`src/rtl/obstacle_scroller_pkg.sv`:
```
// Shared game constants, LFSR definition and the obstacle slot record.
// The ground scroller imports the same package so both agree on widths and screen size.
package obstacle_scroller_pkg;

    localparam int X_W           = 10;
    localparam int TYPE_W        = 2;
    localparam int GAME_SCREEN_W = 640;
    localparam int GAME_MIN_GAP  = 200;
    localparam int LFSR_W        = 16;

    localparam logic [LFSR_W-1:0] LFSR_SEED = 16'hACE1;
    // Taps 16,14,13,11 expressed as register bits 15,13,12,10
    localparam logic [LFSR_W-1:0] LFSR_TAPS = 16'hB400;

    typedef struct packed {
        logic              valid;
        logic [X_W-1:0]    x;
        logic [TYPE_W-1:0] kind;
    } slot_t;

    function automatic logic [LFSR_W-1:0] lfsr_next(input logic [LFSR_W-1:0] q);
        return {q[LFSR_W-2:0], ^(q & LFSR_TAPS)};
    endfunction

endpackage

```
`src/rtl/obstacle_scroller_lfsr16.sv`:
```
// Free-running 16-bit Fibonacci LFSR; steps every clock, seeded on reset.
module lfsr16
    import obstacle_scroller_pkg::*;
(
    input  logic              clk_i,
    input  logic              rst_ni,
    output logic [LFSR_W-1:0] lfsr_o
);

    logic [LFSR_W-1:0] lfsr_q;
    logic [LFSR_W-1:0] lfsr_d;

    assign lfsr_d = lfsr_next(lfsr_q);

    always_ff @(posedge clk_i or negedge rst_ni) begin
        if (!rst_ni) begin
            lfsr_q <= LFSR_SEED;
        end else begin
            lfsr_q <= lfsr_d;
        end
    end

    assign lfsr_o = lfsr_q;

endmodule

```
`src/rtl/obstacle_scroller.sv`:
```
// Obstacle field: scrolls a fixed set of slots left each frame, retires off-screen
// slots and spawns new ones at the right edge with a random gap and sprite type.
module obstacle_scroller
    import obstacle_scroller_pkg::*;
#(
    parameter int NUM_SLOTS = 4,
    parameter int SCREEN_W  = GAME_SCREEN_W,
    parameter int MIN_GAP   = GAME_MIN_GAP
) (
    input  logic                        CLK,
    input  logic                        RST_N,
    input  logic                        frame_tick,
    input  logic                        game_status,
    input  logic                        restart,
    input  logic [3:0]                  speed,
    output logic [NUM_SLOTS-1:0]        obs_valid,
    output logic [X_W*NUM_SLOTS-1:0]    obs_x,
    output logic [TYPE_W*NUM_SLOTS-1:0] obs_type,
    output logic                        spawn_pulse
);

    localparam logic [NUM_SLOTS-1:0] SLOT_ONE = NUM_SLOTS'(1);

    logic [LFSR_W-1:0]    lfsr_w;
    logic                 lfsr_unused;
    slot_t                slot_q [NUM_SLOTS];
    slot_t                slot_d [NUM_SLOTS];
    logic [X_W-1:0]       gap_q;
    logic [X_W-1:0]       gap_d;
    logic                 spawn_q;
    logic                 spawn_d;
    logic [NUM_SLOTS-1:0] free_w;
    logic [NUM_SLOTS-1:0] first_free_w;
    logic [X_W-1:0]       speed_ext;
    logic                 active_w;

    lfsr16 u_lfsr (
        .clk_i  (CLK),
        .rst_ni (RST_N),
        .lfsr_o (lfsr_w)
    );

    assign lfsr_unused = ^lfsr_w[LFSR_W-1:10];

    assign speed_ext = {{(X_W-4){1'b0}}, speed};
    assign active_w  = frame_tick & game_status & ~restart;

    // Free set is taken before this tick's retirements, so a slot freed now is not refilled now
    assign first_free_w = free_w & (~free_w + SLOT_ONE);
    assign spawn_d      = active_w && (gap_q <= speed_ext) && (free_w != '0);

    genvar gi;
    generate
        for (gi = 0; gi < NUM_SLOTS; gi++) begin : g_slot
            assign free_w[gi] = ~slot_q[gi].valid;

            always_comb begin
                slot_d[gi] = slot_q[gi];
                if (restart) begin
                    slot_d[gi].valid = 1'b0;
                end else if (active_w) begin
                    if (slot_q[gi].valid) begin
                        if (slot_q[gi].x >= speed_ext) begin
                            slot_d[gi].x = slot_q[gi].x - speed_ext;
                        end else begin
                            slot_d[gi].valid = 1'b0;
                        end
                    end else if (spawn_d && first_free_w[gi]) begin
                        slot_d[gi].valid = 1'b1;
                        slot_d[gi].x     = X_W'(SCREEN_W - 1);
                        slot_d[gi].kind  = lfsr_w[8 +: TYPE_W];
                    end
                end
            end

            always_ff @(posedge CLK or negedge RST_N) begin
                if (!RST_N) begin
                    slot_q[gi] <= '0;
                end else begin
                    slot_q[gi] <= slot_d[gi];
                end
            end

            assign obs_valid[gi]               = slot_q[gi].valid;
            assign obs_x[X_W*gi +: X_W]         = slot_q[gi].x;
            assign obs_type[TYPE_W*gi +: TYPE_W] = slot_q[gi].kind;
        end
    endgenerate

    // Gap saturates at zero and simply waits there while the field is full
    always_comb begin
        gap_d = gap_q;
        if (restart) begin
            gap_d = X_W'(MIN_GAP);
        end else if (active_w) begin
            if (spawn_d) begin
                gap_d = X_W'(MIN_GAP) + X_W'(lfsr_w[7:0]);
            end else if (gap_q > speed_ext) begin
                gap_d = gap_q - speed_ext;
            end else begin
                gap_d = '0;
            end
        end
    end

    always_ff @(posedge CLK or negedge RST_N) begin
        if (!RST_N) begin
            gap_q   <= X_W'(MIN_GAP);
            spawn_q <= 1'b0;
        end else begin
            gap_q   <= gap_d;
            spawn_q <= spawn_d;
        end
    end

    assign spawn_pulse = spawn_q;

endmodule

```
`config.mk`:
```
export PLATFORM = sky130hd
export DESIGN_NAME = obstacle_scroller
export DESIGN_NICKNAME = d
export VERILOG_FILES = /design/src/rtl/obstacle_scroller_pkg.sv /design/src/rtl/obstacle_scroller_lfsr16.sv /design/src/rtl/obstacle_scroller.sv
export SDC_FILE = /design/constraint.sdc
export NUM_CORES = 1
export LEC_CHECK = 0
export ABC_AREA = 0
export ABC_CLOCK_PERIOD_IN_PS = 2750
export CAP_MARGIN = 25
export CORE_ASPECT_RATIO = 0.6
export CORE_UTILIZATION = 50
export CTS_CLUSTER_SIZE = 28
export DETAILED_ROUTE_END_ITERATION = 8
export GPL_ROUTABILITY_DRIVEN = 0
export PLACE_DENSITY = 0.78
export SYNTH_ARGS = -nofsm -noshare
export SYNTH_HDL_FRONTEND = slang
export SYNTH_SLANG_ARGS = --single-unit
```
`constraint.sdc`:
```
create_clock -name CLK -period 2.75 [get_ports CLK]
set_clock_uncertainty 0.15 [all_clocks]
set_input_delay 0.275 -clock CLK [delete_from_list [all_inputs] [get_ports CLK]]
set_output_delay 0.275 -clock CLK [all_outputs]
set_load 0.01 [all_outputs]
```
==> images/clk_routes.png <==
(6 px per um)
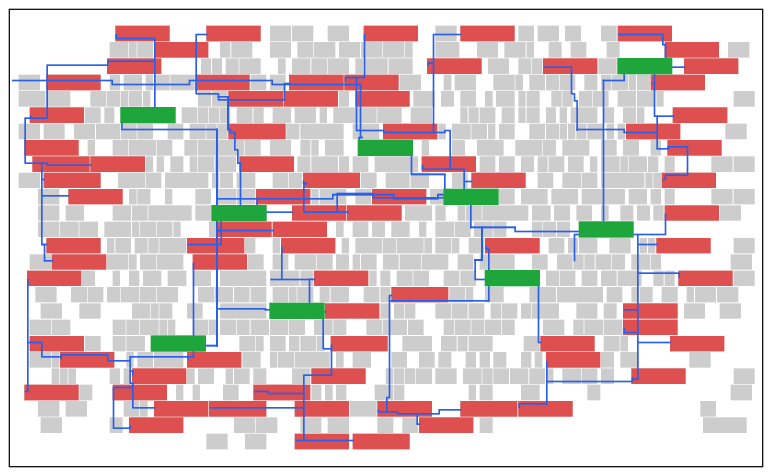
Key: blue = clock wires [length 1010 um]; red = flip-flops [count 79]; green = clock drivers [count 9]
There are 10 routed clock nets.

==> images/power_grid.png <==
(4 px per um) Pins as bars on the die edge.
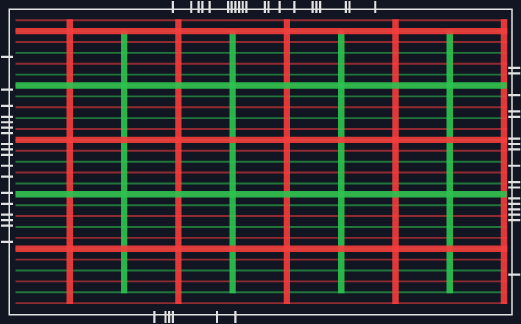
Key: green = VDD; red = VSS
5 straps on met5. 9 straps on met4.
Peak VDD IR: 0.282 mV
Die X: 125 um

==> results.json <==
{
  "final_common_cell": "buf_4",
  "cts_sinks": 79,
  "yosys.area.top_type": "dfrtp_1",
  "avgSynthCellArea_um2": 9.96,
  "drc_errors": 2,
  "dominantRegCellSynth": "dfrtp_1",
  "pwr_density_cell_nw_per_um2": 446,
  "layout.comb_gates.multi_input": 341,
  "comb_share_pct": 40.3,
  "placedCellCount": 696,
  "clk-power_mw": 1.12,
  "ant_nets": 0,
  "worst-setup-path-type": "in2reg",
  "antenna_found_initial": 0,
  "ios": 62,
  "diodes": 0,
  "reg2regPathDepth": 8,
  "relSlewSlack_pct": 52.3,
  "grt_max_degree": 80,
  "seq_share_pct": 31.9,
  "max_cap_violations": 0,
  "async_flop_share_pct": 100,
  "cp_slowest_cell": "clkdlybuf4s50_1",
  "first_pass_iters": 7,
  "synth_warnings": 0,
  "clk_latency_ns": 0.34,
  "grt_pass1_wl_um": 22000,
  "crit_chain": "clkdlybuf4s50_1 -> inv_1 -> ha_1 -> and4_1 -> a211oi_2 -> buf_4 -> buf_4 -> o21ai_0 -> buf_4 -> nor2_1 -> a221o_1",
  "p_comb_share_pct": 16.2,
  "rows": 26,
  "synth-edff-count": 0,
  "cpMostUsedCell": "buf_4",
  "violations": "design-rule violations",
  "rr_endpoint": "gap_q[8]$_DFFE_PN0P_",
  "grt_pass1_vias": 4351,
  "status": "finished, violations left"
}
